[src/rtl/pipe_hazard_ctrl.sv]
// Hazard sequencer for the 5-stage RV32I pipeline: stall/flush generation, E-stage
// operand forwarding, data-memory wait tracking and debug performance counters.
module pipe_hazard_ctrl #(
  parameter int CNT_W      = 32,
  parameter int WAIT_LIMIT = 255
) (
  input  logic             clk,
  input  logic             rst_n,
  input  logic [4:0]       rs1_D,
  input  logic [4:0]       rs2_D,
  input  logic             use_rs1_D,
  input  logic             use_rs2_D,
  input  logic [4:0]       rs1_E,
  input  logic [4:0]       rs2_E,
  input  logic [4:0]       rd_E,
  input  logic             we_reg_E,
  input  logic [1:0]       wb_ctrl_E,
  input  logic             redirect_E,
  input  logic [4:0]       rd_M,
  input  logic             we_reg_M,
  input  logic [4:0]       rd_W,
  input  logic             we_reg_W,
  input  logic             mem_req_M,
  input  logic             mem_ready_M,
  input  logic             cnt_clr,
  output logic             stall_F,
  output logic             stall_D,
  output logic             stall_E,
  output logic             stall_M,
  output logic             flush_D,
  output logic             flush_E,
  output logic             flush_W,
  output logic [1:0]       fwd_a_E,
  output logic [1:0]       fwd_b_E,
  output logic             mem_timeout,
  output logic [CNT_W-1:0] cnt_stall,
  output logic [CNT_W-1:0] cnt_flush,
  output logic [CNT_W-1:0] cnt_memwait
);

  typedef enum logic {RUN = 1'b0, MEM_WAIT = 1'b1} state_t;

  localparam logic [15:0] WAIT_LIM = 16'(WAIT_LIMIT);

  function automatic logic [1:0] fwd_sel(input logic [4:0] rs,
                                         input logic [4:0] rd_m, input logic we_m,
                                         input logic [4:0] rd_w, input logic we_w);
    logic [1:0] sel;
    sel = 2'b00;
    if (we_m && (rd_m != 5'd0) && (rd_m == rs)) begin
      sel = 2'b10;
    end else if (we_w && (rd_w != 5'd0) && (rd_w == rs)) begin
      sel = 2'b01;
    end
    return sel;
  endfunction

  state_t           state_q, state_d;
  logic [15:0]      wait_cnt_q, wait_cnt_d;
  logic [15:0]      wait_inc;
  logic             mem_timeout_q, mem_timeout_d;
  logic             lu_q, lu_d;
  logic [CNT_W-1:0] cnt_stall_q, cnt_stall_d;
  logic [CNT_W-1:0] cnt_flush_q, cnt_flush_d;
  logic [CNT_W-1:0] cnt_memwait_q, cnt_memwait_d;

  logic memstall;
  logic lu_hit;
  logic lu_take;
  logic redir_take;
  logic stall_fd;

  // Hazard priority: memory stall, then redirect, then load-use.
  always_comb begin
    memstall   = mem_req_M & ~mem_ready_M;
    lu_hit     = (wb_ctrl_E == 2'b01) && we_reg_E && (rd_E != 5'd0) &&
                 ((use_rs1_D && (rs1_D == rd_E)) || (use_rs2_D && (rs2_D == rd_E)));
    redir_take = ~memstall & redirect_E;
    // A load-use bubble lasts one cycle; the flushed E slot cannot still hold the load.
    lu_take    = ~memstall & ~redirect_E & lu_hit & ~lu_q;
    stall_fd   = memstall | lu_take;
    lu_d       = lu_take;
  end

  always_comb begin
    stall_F = rst_n & stall_fd;
    stall_D = rst_n & stall_fd;
    stall_E = rst_n & memstall;
    stall_M = rst_n & memstall;
    flush_D = rst_n & redir_take;
    flush_E = rst_n & (redir_take | lu_take);
    flush_W = rst_n & memstall;
    fwd_a_E = rst_n ? fwd_sel(rs1_E, rd_M, we_reg_M, rd_W, we_reg_W) : 2'b00;
    fwd_b_E = rst_n ? fwd_sel(rs2_E, rd_M, we_reg_M, rd_W, we_reg_W) : 2'b00;
  end

  always_comb begin
    state_d       = state_q;
    wait_cnt_d    = wait_cnt_q;
    mem_timeout_d = mem_timeout_q;
    wait_inc      = (wait_cnt_q >= WAIT_LIM) ? wait_cnt_q : wait_cnt_q + 16'd1;
    case (state_q)
      RUN: begin
        wait_cnt_d = 16'd0;
        if (memstall) begin
          state_d = MEM_WAIT;
        end
      end
      MEM_WAIT: begin
        if (wait_inc >= WAIT_LIM) begin
          mem_timeout_d = 1'b1;
        end
        // Leaving on ~memstall rather than mem_ready_M alone avoids hanging if the request is withdrawn.
        if (!memstall) begin
          state_d    = RUN;
          wait_cnt_d = 16'd0;
        end else begin
          wait_cnt_d = wait_inc;
        end
      end
      default: state_d = RUN;
    endcase

    cnt_stall_d   = cnt_stall_q + {{(CNT_W-1){1'b0}}, stall_fd};
    cnt_flush_d   = cnt_flush_q + {{(CNT_W-1){1'b0}}, redir_take};
    cnt_memwait_d = cnt_memwait_q + {{(CNT_W-1){1'b0}}, (state_q == MEM_WAIT)};
    if (cnt_clr) begin
      cnt_stall_d   = '0;
      cnt_flush_d   = '0;
      cnt_memwait_d = '0;
      mem_timeout_d = 1'b0;
    end
  end

  always_ff @(posedge clk or negedge rst_n) begin
    if (!rst_n) begin
      state_q       <= RUN;
      wait_cnt_q    <= 16'd0;
      mem_timeout_q <= 1'b0;
      lu_q          <= 1'b0;
      cnt_stall_q   <= '0;
      cnt_flush_q   <= '0;
      cnt_memwait_q <= '0;
    end else begin
      state_q       <= state_d;
      wait_cnt_q    <= wait_cnt_d;
      mem_timeout_q <= mem_timeout_d;
      lu_q          <= lu_d;
      cnt_stall_q   <= cnt_stall_d;
      cnt_flush_q   <= cnt_flush_d;
      cnt_memwait_q <= cnt_memwait_d;
    end
  end

  assign mem_timeout = mem_timeout_q;
  assign cnt_stall   = cnt_stall_q;
  assign cnt_flush   = cnt_flush_q;
  assign cnt_memwait = cnt_memwait_q;

endmodule
[config.mk]
export PLATFORM = sky130hd
export DESIGN_NAME = pipe_hazard_ctrl
export DESIGN_NICKNAME = d
export VERILOG_FILES = /design/src/rtl/pipe_hazard_ctrl.sv
export SDC_FILE = /design/constraint.sdc
export NUM_CORES = 1
export LEC_CHECK = 0
export CAP_MARGIN = 40
export CORE_MARGIN = 4
export CORE_UTILIZATION = 51
export CTS_BUF_LIST = sky130_fd_sc_hd__clkbuf_4
export DETAILED_ROUTE_END_ITERATION = 8
export HOLD_SLACK_MARGIN = 0.02
export MAX_ROUTING_LAYER = met4
export PLACE_DENSITY_LB_ADDON = 0.1
export SYNTH_ARGS = -nofsm -noshare
export SYNTH_HDL_FRONTEND = slang
export SYNTH_SLANG_ARGS = --single-unit
export TNS_END_PERCENT = 1
[constraint.sdc]
create_clock -name clk -period 3.6 [get_ports clk]
set_clock_uncertainty 0.2 [all_clocks]
set_input_delay 0.36 -clock clk [delete_from_list [all_inputs] [get_ports clk]]
set_output_delay 0.36 -clock clk [all_outputs]
set_load 0.1 [all_outputs]
==> impl_metrics.py, run 1 <==
# Auto-generated metrics
metrics = {
    "logic_synthesis": {
        "syn_avg_cell_area_um2": 9.59,
        "async_reset_ff_share_pct": 100,
        "ys_warn_count": 0,
        "ys_seq_share_pct": 48.3,
        "synth_area_leader_cell": "dfrtp_1",
        "topCellsByArea": "dfrtp_1 48%, xor2_1 10%, nor2_1 5.8%",
        "ys_chip_area_um2": 5960,
        "most_common_cell": "dfrtp_1",
        "synth_top_area_share_pct": 48.3,
        "edf_count": 0,
        "synthesis.area_um2": 5960,
        "synth_cell_types": 53,
        "ys.flops": 115,
        "synth_nets": 677,
        "aoi_share_pct": 5.33,
        "ys.flop_type": "dfrtp_1",
    },
    "global_routing": {
        "grt_pass1_vias": 6146,
        "grt_usage_pct": 28.7,
    },
    "finish": {
        "num-nets-final": 943,
        "drive_gt1_share_pct": 18.5,
        "syn2layout_area_growth_pct": 62.9,
    },
    "outcome": {
        "status": "finished, final reports clean",
    },
    "drt": {
        "first_pass_iters": 6,
        "via_per_inst": 5.43,
        "drc_errors": 0,
        "ant_nets": 0,
    },
    "final_timing": {
        "max_slew_margin_pct": 52.2,
        "final_max_slew_viol_count": 0,
        "setup_viol_count_final": 0,
        "tightest_slew_ps": 712,
        "fin_ws_ps": 408,
        "finalHoldViolations": 0,
    },
    "floorplanning": {
        "die-width_um": 116,
        "fp_util_pct": 52.2,
        "io_pins": 156,
        "dieHeight_um": 116,
        "coreArea_um2": 11400,
    },
    "placed_design": {
        "port_buffers": 155,
        "place_congestion": 0.868,
        "dpl_worst_slack_ps": -85.8,
        "hpwl_mm": 12.9,
    },
    "worst_setup_path": {
        "arrival_ps": 3390,
        "worst_setup_path_end_kind": "register",
        "startpoint_type": "input port",
        "crit_fanout": 3,
    },
    "clock_tree": {
        "cts_tree": "yes",
        "cts_made_buffers": 17,
        "clk_pin_slew_worst_paths_ps": 100,
        "postCtsSetupBuffers": 0,
        "htree_levels": 4,
        "hold_buffers": 2,
        "clock_path_buffers": 2,
    },
    "run": {
        "warnings": 28,
        "maxCapViolCount": 0,
    },
    "worst_hold_path": {
        "worstHoldPathType": "in -> async",
    },
    "power_and_ir_drop": {
        "leakagePower_nw": 4.15,
    },
}
[run 1: critical path, cell delays in order]
cell and delay (ps):
clkdlybuf4s50_1 470, xor2_1 190, nor4_1 310, nand3_1 140, a221o_1 330, nand2_1 100
ha_1 190, nand4_1 190, nor4_2 330, and2b_1 200, and4b_1 270, a21oi_1 90
a31o_2 220
[run 1: flip-flops by register name (all words and copies together) (netlist names)]
| signal | cells |
|---|---|
| cnt_memwait | 32 |
| state_q | 1 |
| lu_q | 1 |
| cnt_stall | 32 |
| wait_cnt_q | 16 |
| cnt_flush | 32 |
| mem_timeout | 1 |
[run 1: power by group]
group	internal (mW)	switching (mW)	total, mW	leakage [nW]
Combinational	0.119	0.165	0.284	2.37
Sequential	1.30	0.00618	1.30	1.60
Clock	0.614	0.483	1.10	0.173
Total	2.03	0.654	2.68	4.15
[run 1: layout by cell type (no fill, tap or decap), types with 6 or more instances in the layout]
cell type and count:
nor2_1 92, dfrtp_1 115, or3_1 19, xor2_1 71, and2_1 9, nor3_1 6, ha_1 7, inv_1 14
or4_1 6, nor4_1 12, clkdlybuf4s50_1 142, nand4_1 21, buf_8 82, buf_4 21, nand3_1 40, clkbuf_4 18
and3_1 23, o21ai_0 23, a21oi_1 23, nand2_1 37, xnor2_1 33, buf_16 15
[run 1: metal layers]
metal  vias up  wire, um
met4         0       318
met5         -         0
li1       2683         -
met1      2733      7140
met2       213      9510
met3        36       963
[run 1: kinds of logic after synthesis]
group           count (synthesis)
simple gates                  300
fa+ha+maj                       7
compound gates                 57
buf+inv                        36
xor+xnor                      104
flops                         115
mux                             3
[run 1: cell type report]
| cell class | count | area [um^2] | share of cell area (%) |
|---|---|---|---|
| clock buffer | 18 | 135 | 1.39 |
| tap | 143 | 179 | 1.84 |
| inverter | 15 | 56.3 | 0.580 |
| clock inverter | 14 | 191 | 1.97 |
| sequential | 115 | 2880 | 29.6 |
| multi-input combinational | 471 | 2930 | 30.1 |
| timing repair buffer | 268 | 3350 | 34.5 |
[run 1: worst paths after layout]
kind | start | endpoint | slack, ps | cells after the start
worst min register to register | wait_cnt_q[12]$_DFF_PN0_ | wait_cnt_q[12]$_DFF_PN0_ | 320 | 1
max in group asynchronous | rst_n | cnt_flush[8]$_DFF_PN0_ | 2180 | 3
worst max register to register | lu_q$_DFF_PN0_ | cnt_stall[28]$_DFF_PN0_ | 860 | 11
worst max-delay path | rd_E[1] | cnt_stall[28]$_DFF_PN0_ | 410 | 13
worst min-delay path | rst_n | cnt_memwait[17]$_DFF_PN0_ | 90 | 2
min in group clk | wait_cnt_q[12]$_DFF_PN0_ | wait_cnt_q[12]$_DFF_PN0_ | 320 | 1
[run 1: metrics by stage]
| stage | hold slack (ps) | util (%) | cell area [um^2] | power [mW] | cells |
|---|---|---|---|---|---|
| after floorplan | -136 | - | 5970 | 1.45 | 622 |
| after global placement | 60.9 | 67.7 | 7720 | 1.58 | 913 |
| after detailed placement | 64.2 | 82.1 | 9370 | 1.61 | 1010 |
| after CTS | 56.1 | 85.1 | 9720 | 2.71 | 1044 |
| after global routing | 60.8 | 85.1 | 9720 | 2.79 | 1044 |
| final | 92.0 | 85.1 | 9720 | 2.68 | 1044 |
Figure 1. Met1 routing (run 1).
Bar = 20 um.
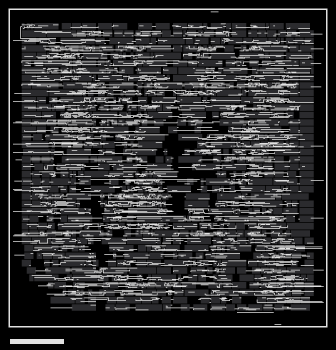
The layer holds 40% of the routed length. The longest straight run is 40.0 um. The layer carries 7,140 um of wire.
Via Count: 5,665
Routed WL: 17.9 mm
GR Util met1: 33.5%

Figure 2. Signal wires on met2 (run 1).
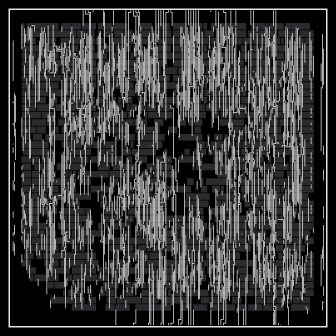
The longest straight run is 39.8 um. The layer carries 9,510 um of wire. The layer holds 53% of the routed length. 846 nets have wire on it.
grt met2 use: 49.8%

Figure 3. M3 wires (run 1).
Bar = 20 um.
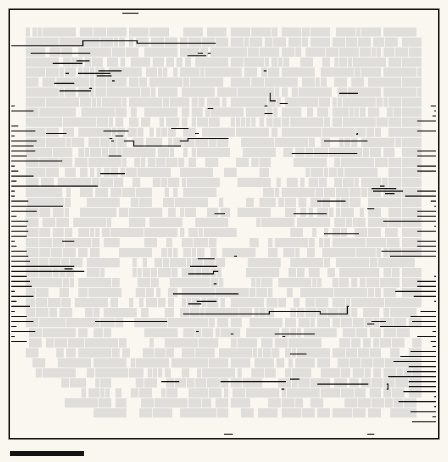
The longest straight run is 23.2 um. The layer carries 963 um of wire. The layer holds 5.4% of the routed length. 146 nets have wire on it. The wires run mostly horizontal.
global-route met3 utilization: 6.48%

Figure 4. Placed standard cells (run 1).
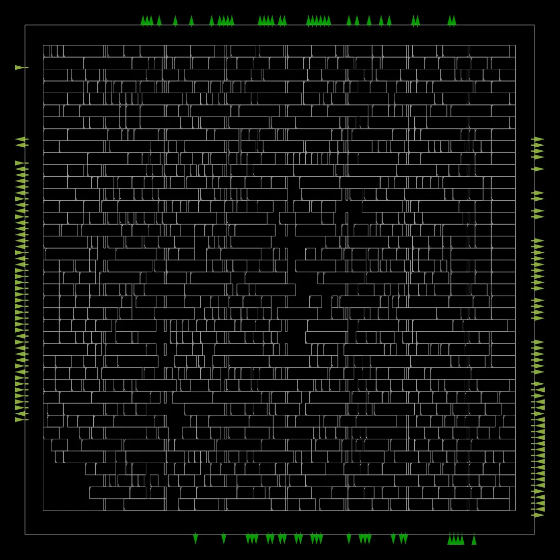
Rows: 39
fill cell count: 579
fin cells: 1,044

==> inputs of run 2 (changes only) <==
--- a/config.mk
+++ b/config.mk
@@ -9,6 +9,7 @@
 export CORE_MARGIN = 4
 export CORE_UTILIZATION = 51
 export CTS_BUF_LIST = sky130_fd_sc_hd__clkbuf_4
+export CTS_CLUSTER_SIZE = 30
 export DETAILED_ROUTE_END_ITERATION = 8
 export HOLD_SLACK_MARGIN = 0.02
 export MAX_ROUTING_LAYER = met4
Figure 5. M3 wires (run 2).
Bar = 20 um.
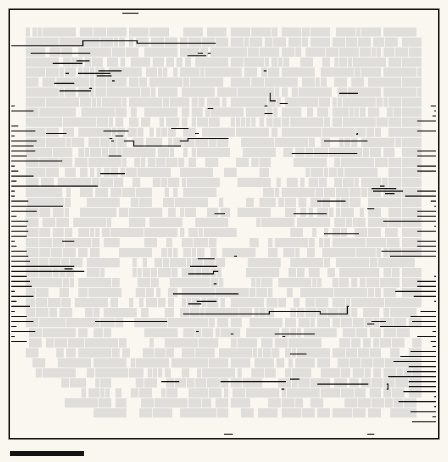
146 nets have wire on it. The longest straight run is 23.2 um. The layer carries 963 um of wire.

==> run 2 against run 1 <==
Compared with the run above:
- sequential power is essentially flat
- routed wire length unchanged
- synthesized area unchanged
- hold slack is the same
- utilization unchanged
- synthesized cell count is the same
- fmax did not move
- largest cell class unchanged
==> impl_metrics.py, run 2 <==
# Auto-generated metrics
metrics = {
    "clock_tree": {
        "clock_sinks": 115,
        "clock_path_buffers": 2,
        "clk_pin_slew_worst_paths_ps": 100,
        "cts_made_buffers": 17,
        "htree_levels": 4,
        "cts_tree": "yes",
        "postCtsSetupBuffers": 0,
    },
    "global_routing": {
        "grt_pass1_vias": 6146,
        "grt_max_degree": 62,
        "grt_usage_pct": 28.7,
        "grt-ovfl-total": 0,
        "antenna_found_initial": 0,
    },
    "final_timing": {
        "period_used_pct": 88.7,
        "finalHoldViolations": 0,
        "final_max_slew_viol_count": 0,
        "whs_ps": 92.0,
        "max_slew_margin_pct": 52.2,
        "tightest_slew_ps": 712,
        "setup_viol_count_final": 0,
    },
    "worst_setup_path": {
        "r2r-start": "lu_q$_DFF_PN0_",
        "startpoint_type": "input port",
        "arrival_ps": 3390,
        "regToRegSetupSlack_ps": 860,
        "crit_fanout": 3,
        "max_stage_delay_ps": 470,
        "r2r_cells": 11,
        "reg2reg_to": "cnt_stall[28]$_DFF_PN0_",
        "path_cells": "clkdlybuf4s50_1, xor2_1, nor4_1, nand3_1, a221o_1, nand2_1, ha_1, nand4_1, nor4_2, and2b_1, and4b_1, a21oi_1, a31o_2",
        "cp_top_family": "simple AND/OR/NAND/NOR gates",
        "worst_setup_path_end_kind": "register",
        "cp.buffers_inverters": 1,
        "critical-path-slowest-cell": "clkdlybuf4s50_1",
    },
    "logic_synthesis": {
        "syn_avg_cell_area_um2": 9.59,
        "async_reset_ff_share_pct": 100,
        "synthesis.area_um2": 5960,
        "ys_chip_area_um2": 5960,
        "synth_nets": 677,
        "synth_area_leader_cell": "dfrtp_1",
        "netlist_instances": 622,
        "most_common_cell": "dfrtp_1",
        "synth_cell_types": 53,
        "top_cells_by_count": "115 x dfrtp_1, 92 x nor2_1, 71 x xor2_1",
        "ys.flops": 115,
        "ys_seq_share_pct": 48.3,
        "synth_top_area_share_pct": 48.3,
        "topCellsByArea": "dfrtp_1 48%, xor2_1 10%, nor2_1 5.8%",
        "ys.flop_type": "dfrtp_1",
        "edf_count": 0,
        "ys_warn_count": 0,
    },
    "power_and_ir_drop": {
        "power.density_nw_per_um2": 276,
        "seqPwrFrac_pct": 48.5,
        "comb_power_share_pct": 10.6,
        "p_clk_share_pct": 40.9,
        "leakagePower_nw": 4.15,
        "p_sw_share_pct": 24.4,
        "p_int_mw": 2.03,
        "power_switching_mw": 0.654,
    },
    "finish": {
        "logic_area_um2": 2930,
        "syn2layout_area_growth_pct": 62.9,
        "register_area_um2": 2880,
        "n_fill_cell": 579,
        "drive_gt1_share_pct": 18.5,
        "stdcell_count": 1044,
        "utilization_pct": 85.1,
        "final_area_um2": 9720,
        "lay_top_cells": "142 x clkdlybuf4s50_1, 115 x dfrtp_1, 92 x nor2_1, 82 x buf_8, 71 x xor2_1",
        "layout_top_cell": "clkdlybuf4s50_1",
        "num-nets-final": 943,
    },
    "drt": {
        "ant_nets": 0,
        "drt_wl_total_mm": 17.9,
        "avgRoutedWirePerCell_um": 17.2,
        "drc_errors": 0,
        "via_per_inst": 5.43,
        "first_pass_iters": 6,
        "vias": 5665,
    },
    "worst_hold_path": {
        "worstHoldPathType": "in -> async",
    },
    "placed_design": {
        "dp.cells": 1010,
        "place_congestion": 0.868,
        "port_buffers": 155,
        "hpwl_mm": 12.9,
        "placed_area_um2": 9370,
    },
    "floorplanning": {
        "die-width_um": 116,
        "dieHeight_um": 116,
        "fp-row-count": 39,
        "coreArea_um2": 11400,
        "io_pins": 156,
        "fp_util_pct": 52.2,
    },
    "run": {
        "maxCapViolCount": 0,
        "warnings": 28,
    },
    "outcome": {
        "status": "finished, final reports clean",
    },
}
run 2: cell counts in the layout (fill, tap and decap cells not counted):
Identical to the previous run, type by type.
run 2: repair_timing:
item,CTS,global route
hold buffers,2,0
endpoints found under the hold margin,19,0
resized,0,0
endpoints found under the setup margin,0,0
run 2: power by group through the flow:
stage | clock (mW) | sequential, mW | combinational (mW)
floorplan | 0 | 1.36 | 0.0907
CTS | 1.12 | 1.30 | 0.287
detailed placement | 0 | 1.33 | 0.284
global route | 1.19 | 1.30 | 0.303
finish | 1.10 | 1.30 | 0.284
global placement | 0 | 1.33 | 0.250
run 2: stage by stage:
step	worst slack, ps	power [mW]
3_5_place_dp	-85.8	1.61
5_1_grt	176	2.79
3_3_place_gp	87.1	1.58
4_1_cts	437	2.71
6_report	408	2.68
2_1_floorplan	-1060	1.45
run 2: worst max path at each step:
stage / startpoint / slack [ps] / endpoint / cells past startpoint
4_1_cts: rd_E[1] / 440 / cnt_stall[28]$_DFF_PN0_ / 13
3_5_place_dp: rd_E[1] / -90 / cnt_stall[28]$_DFF_PN0_ / 13
2_1_floorplan: rd_M[1] / -1060 / fwd_b_E[0] / 4
5_1_grt: rd_E[1] / 180 / cnt_stall[28]$_DFF_PN0_ / 13
3_3_place_gp: rd_E[3] / 90 / cnt_stall[28]$_DFF_PN0_ / 13
6_report: rd_E[1] / 410 / cnt_stall[28]$_DFF_PN0_ / 13
run 2: final cells by class:
type	instances	area share [%]
Clock buffer	18	1.39
Clock inverter	14	1.97
Inverter	15	0.580
Multi-Input combinational cell	471	30.1
Sequential cell	115	29.6
Tap cell	143	1.84
Timing Repair Buffer	268	34.5
run 2: routing by layer:
| metal | GRT usage [%] | up-vias | routed length, um |
|---|---|---|---|
| li1 | - | 2683 | - |
| met1 | 33.5 | 2733 | 7140 |
| met4 | 8.51 | 0 | 318 |
| met5 | - | - | 0 |
| met2 | 49.8 | 213 | 9510 |
| met3 | 6.48 | 36 | 963 |
run 2: worst register-to-register path: cells and delay by family, from the launching register on:
family                     cells  cell delay (ps)
DFF                            1              380
adders and majority gates      1              190
AOI/OAI and AO/OA              3              600
and+or+nand+nor                7             1280
run 2: kinds of logic after synthesis:
group,Yosys count,share of synthesized area (%)
fa+ha+maj,7,1.47
mux,3,0.504
xor+xnor,104,15.3
flops,115,48.3
simple gates,300,26.4
buf+inv,36,2.75
compound gates,57,5.33
Power figures rest on the tool's default switching activity, not on a simulated workload.
